## src/rtl/booth_seq_mult.sv

```systemverilog
// booth_seq_mult: sequential radix-2 Booth multiplier, signed or unsigned operands, one step per clock
// Ports:
//   clk, rst_n                  clock (rising edge) and asynchronous active-low reset
//   in_valid, in_ready          operand handshake; accepts a, b, is_signed only in IDLE
//   a, b, is_signed             multiplicand, multiplier, 1 = two's-complement operands
//   out_valid, out_ready        result handshake; product held in DONE until out_ready
//   product                     registered 2*WIDTH-bit exact product
module booth_seq_mult #(
    parameter int WIDTH = 32
) (
    input  logic               clk,
    input  logic               rst_n,
    input  logic               in_valid,
    output logic               in_ready,
    input  logic [WIDTH-1:0]   a,
    input  logic [WIDTH-1:0]   b,
    input  logic               is_signed,
    output logic               out_valid,
    input  logic               out_ready,
    output logic [2*WIDTH-1:0] product
);
    localparam int CW = $clog2(WIDTH + 1);
    typedef enum logic [1:0] {IDLE, CALC, DONE} state_t;
    state_t state, state_nx;
    logic [WIDTH+1:0] acc, m, sum;
    logic [WIDTH:0] q;
    logic q_m1;
    logic [CW-1:0] cnt;
    logic accept, last;
    logic [2*WIDTH+2:0] aq_nx;
    always_ff @(posedge clk or negedge rst_n)
        if (!rst_n) state <= IDLE;
        else state <= state_nx;
    always_comb begin
        in_ready = state == IDLE;
        out_valid = state == DONE;
        accept = in_ready && in_valid;
        last = state == CALC && cnt == CW'(WIDTH);
        state_nx = accept ? CALC : last ? DONE : (out_valid && out_ready) ? IDLE : state;
    end
    // Booth add/subtract; two guard bits in acc/m keep the most-negative operand exact
    assign sum = (q[0] == q_m1) ? acc : q[0] ? acc - m : acc + m;
    // arithmetic right shift of {A, Q}; Q[0] falls into q_m1
    assign aq_nx = {sum[WIDTH+1], sum, q[WIDTH:1]};
    always_ff @(posedge clk or negedge rst_n)
        if (!rst_n) begin
            acc <= '0;
            m <= '0;
            q <= '0;
            q_m1 <= 1'b0;
            cnt <= '0;
            product <= '0;
        end else if (accept) begin
            acc <= '0;
            m <= {{2{is_signed & a[WIDTH-1]}}, a};
            q <= {is_signed & b[WIDTH-1], b};
            q_m1 <= 1'b0;
            cnt <= '0;
        end else if (state == CALC) begin
            acc <= aq_nx[2*WIDTH+2:WIDTH+1];
            q <= aq_nx[WIDTH:0];
            q_m1 <= q[0];
            cnt <= cnt + CW'(1);
            if (last) product <= aq_nx[2*WIDTH-1:0];
        end
endmodule

```

## config.mk

```make
export PLATFORM = sky130hd
export DESIGN_NAME = booth_seq_mult
export DESIGN_NICKNAME = d
export VERILOG_FILES = /design/src/rtl/booth_seq_mult.sv
export SDC_FILE = /design/constraint.sdc
export NUM_CORES = 1
export LEC_CHECK = 0
export ABC_AREA = 0
export CAP_MARGIN = 25
export CORE_ASPECT_RATIO = 0.5
export CORE_MARGIN = 2
export CORE_UTILIZATION = 50
export DETAILED_ROUTE_END_ITERATION = 7
export GPL_TIMING_DRIVEN = 0
export PLACE_DENSITY = 0.86
export SLEW_MARGIN = 20
export SYNTH_ARGS = -nofsm -noshare
export SYNTH_HDL_FRONTEND = slang
export SYNTH_SLANG_ARGS = --single-unit
```

## constraint.sdc

```tcl
create_clock -name clk -period 3.75 [get_ports clk]
set_clock_uncertainty 0.05 [all_clocks]
set_input_delay 0.9375 -clock clk [delete_from_list [all_inputs] [get_ports clk]]
set_output_delay 0.9375 -clock clk [all_outputs]
set_load 0.01 [all_outputs]
```

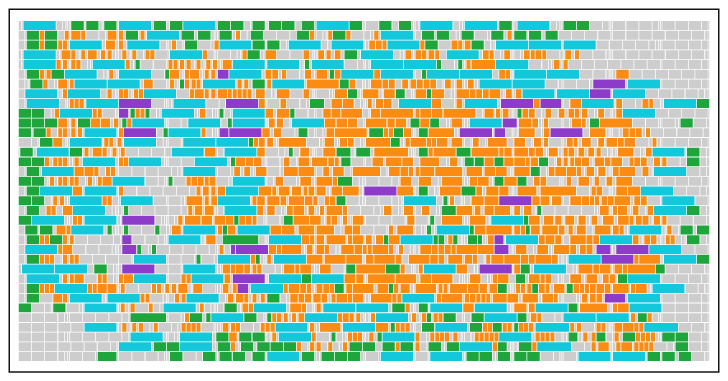
Figure 1: placement by cell class.
Fill, decap, tap and diode cells in gray.
legend:
  cyan:
    class: flip-flops
    cells: 172
  green:
    class: other buffers and delay cells
    cells: 237
  orange:
    class: all other logic
    cells: 875
  purple:
    class: clock drivers and dummy loads
    cells: 32
Core Footprint: 18,400 sq um
Site Rows: 35
cell area after layout: 12,700 sq um
Seq area share: 34.0%
Final Util: 68.9%

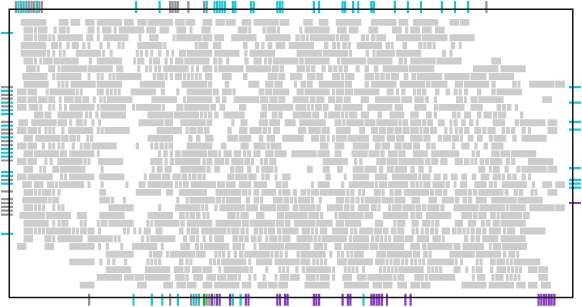
Figure 2: I/O pins on the die edge.
Pins as bars across the die edge, other pins in gray.
legend:
  cyan:
    port: product
    pins: 64
    direction: output
    edge: 33 top, 14 left, 9 bottom, 8 right
  green:
    port: in_valid
    pins: 1
    direction: input
    edge: bottom
  purple:
    port: a
    pins: 32
    direction: input
    edge: 31 bottom, 1 right
all pins by edge: 48 bottom, 47 top, 31 left, 9 right

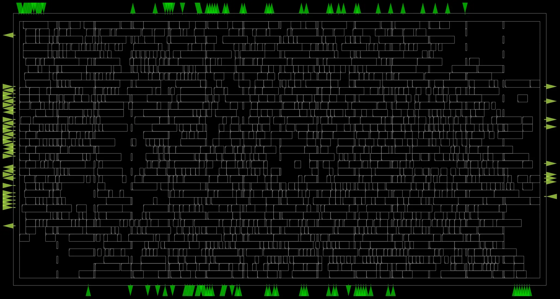
Figure 3: placement view.
Seq cells: 172
non-filler cells, final: 1,556
tap cell count: 240

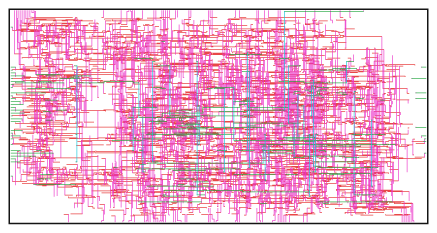
Figure 4: routed metal, one color a layer.
legend:
  cyan:
    layer: met4
    wire_length: 773 um
  magenta:
    layer: met2
    wire_length: 13,200 um
  green:
    layer: met3
    wire_length: 1,690 um
  red:
    layer: met1
    wire_length: 12,200 um
final wirelength: 27.9 mm
Routed WL per cell: 18.0 um
GRT Util Overall: 28.9%

==> flow_summary_export.csv <==
group,metric,value,unit
yosys,synthCells,1104,
timing,setup_viol,26,
finish,n_antenna_cell,0,
critical_path,crit_path_end,"acc[27]",
pwr,pg_comb,0.117,mW
run_status,outcome,"finished with violations",
run_status,violations,"setup timing",
critical_path,worst_path_most_repeated_cell,"nor2_2",
floorplan,fp_util,51.1,%
yosys,ys_chip_area,9390,sq um
timing,layout_min_cycle_time,4060,ps
timing,timing.final.ws_setup,-306,ps
drt,vias,8970,
yosys,yosys.area_share.xor_xnor,5.04,%
yosys,yosysTopAreaCell,"dfrtp_1",
critical_path,critical_path.cell_chain,"or4_4 > or3_4 > and2b_2 > nand2b_4 > nor2_2 > nor2_1 > xnor2_1 > ha_2 > a21o_1 > buf_4 > a21oi_2 > nor2_2 > nor2_2 > o31a_1 > a311oi_4 > or3_4 > a31oi_4 > o21ai_1",
critical_path,crit_path_top_delay_cell,"or4_4",
pwr,p_leak,5.94,nW
yosys,synth_nets,1210,
timing,rsz0062_at_grt,"yes",
grt,grt_pass1_wl,45.2,mm
place,placed_cells,1480,
cts,clk_path_buf_depth,2,
drt,avgViaCountPerCell,5.76,
yosys,synth_seq_share,45.8,%
finish,register_area,4310,sq um
yosys,simple_gate_area_share,22.9,%
finish,largest_register_ffs,64,
place,post-place-ws,-647,ps
timing,slew_headroom,35.3,%
pwr,maxPowerGroup,"registers",
finish,lay_top_count,"nand2_1",
drt,ant_nets,0,
finish,logic_area,5420,sq um
finish,layout_top_cells,"nand2_1, dfrtp_1, clkdlybuf4s50_1, o21ai_0, nor2_1",
pwr,pwr-share-comb,3.1,%
critical_path,rr_worst_depth,18,
cts,postCtsSetupRepairBufs,31,
yosys,ys_top_logic_family,"simple AND/OR/NAND/NOR gates",
finish,inverters,17,
yosys,yosysWarnings,0,
grt,grt_max_degree,68,
critical_path,rrSetupSlack,-310,ps
floorplan,ios,135,
floorplan,chipArea,20000,sq um
grt,grtUsageMet3,5.59,%
place,io_buffer_count,134,
timing,tns,-4920,ps
Power figures rest on the tool's default switching activity, not on a simulated workload.
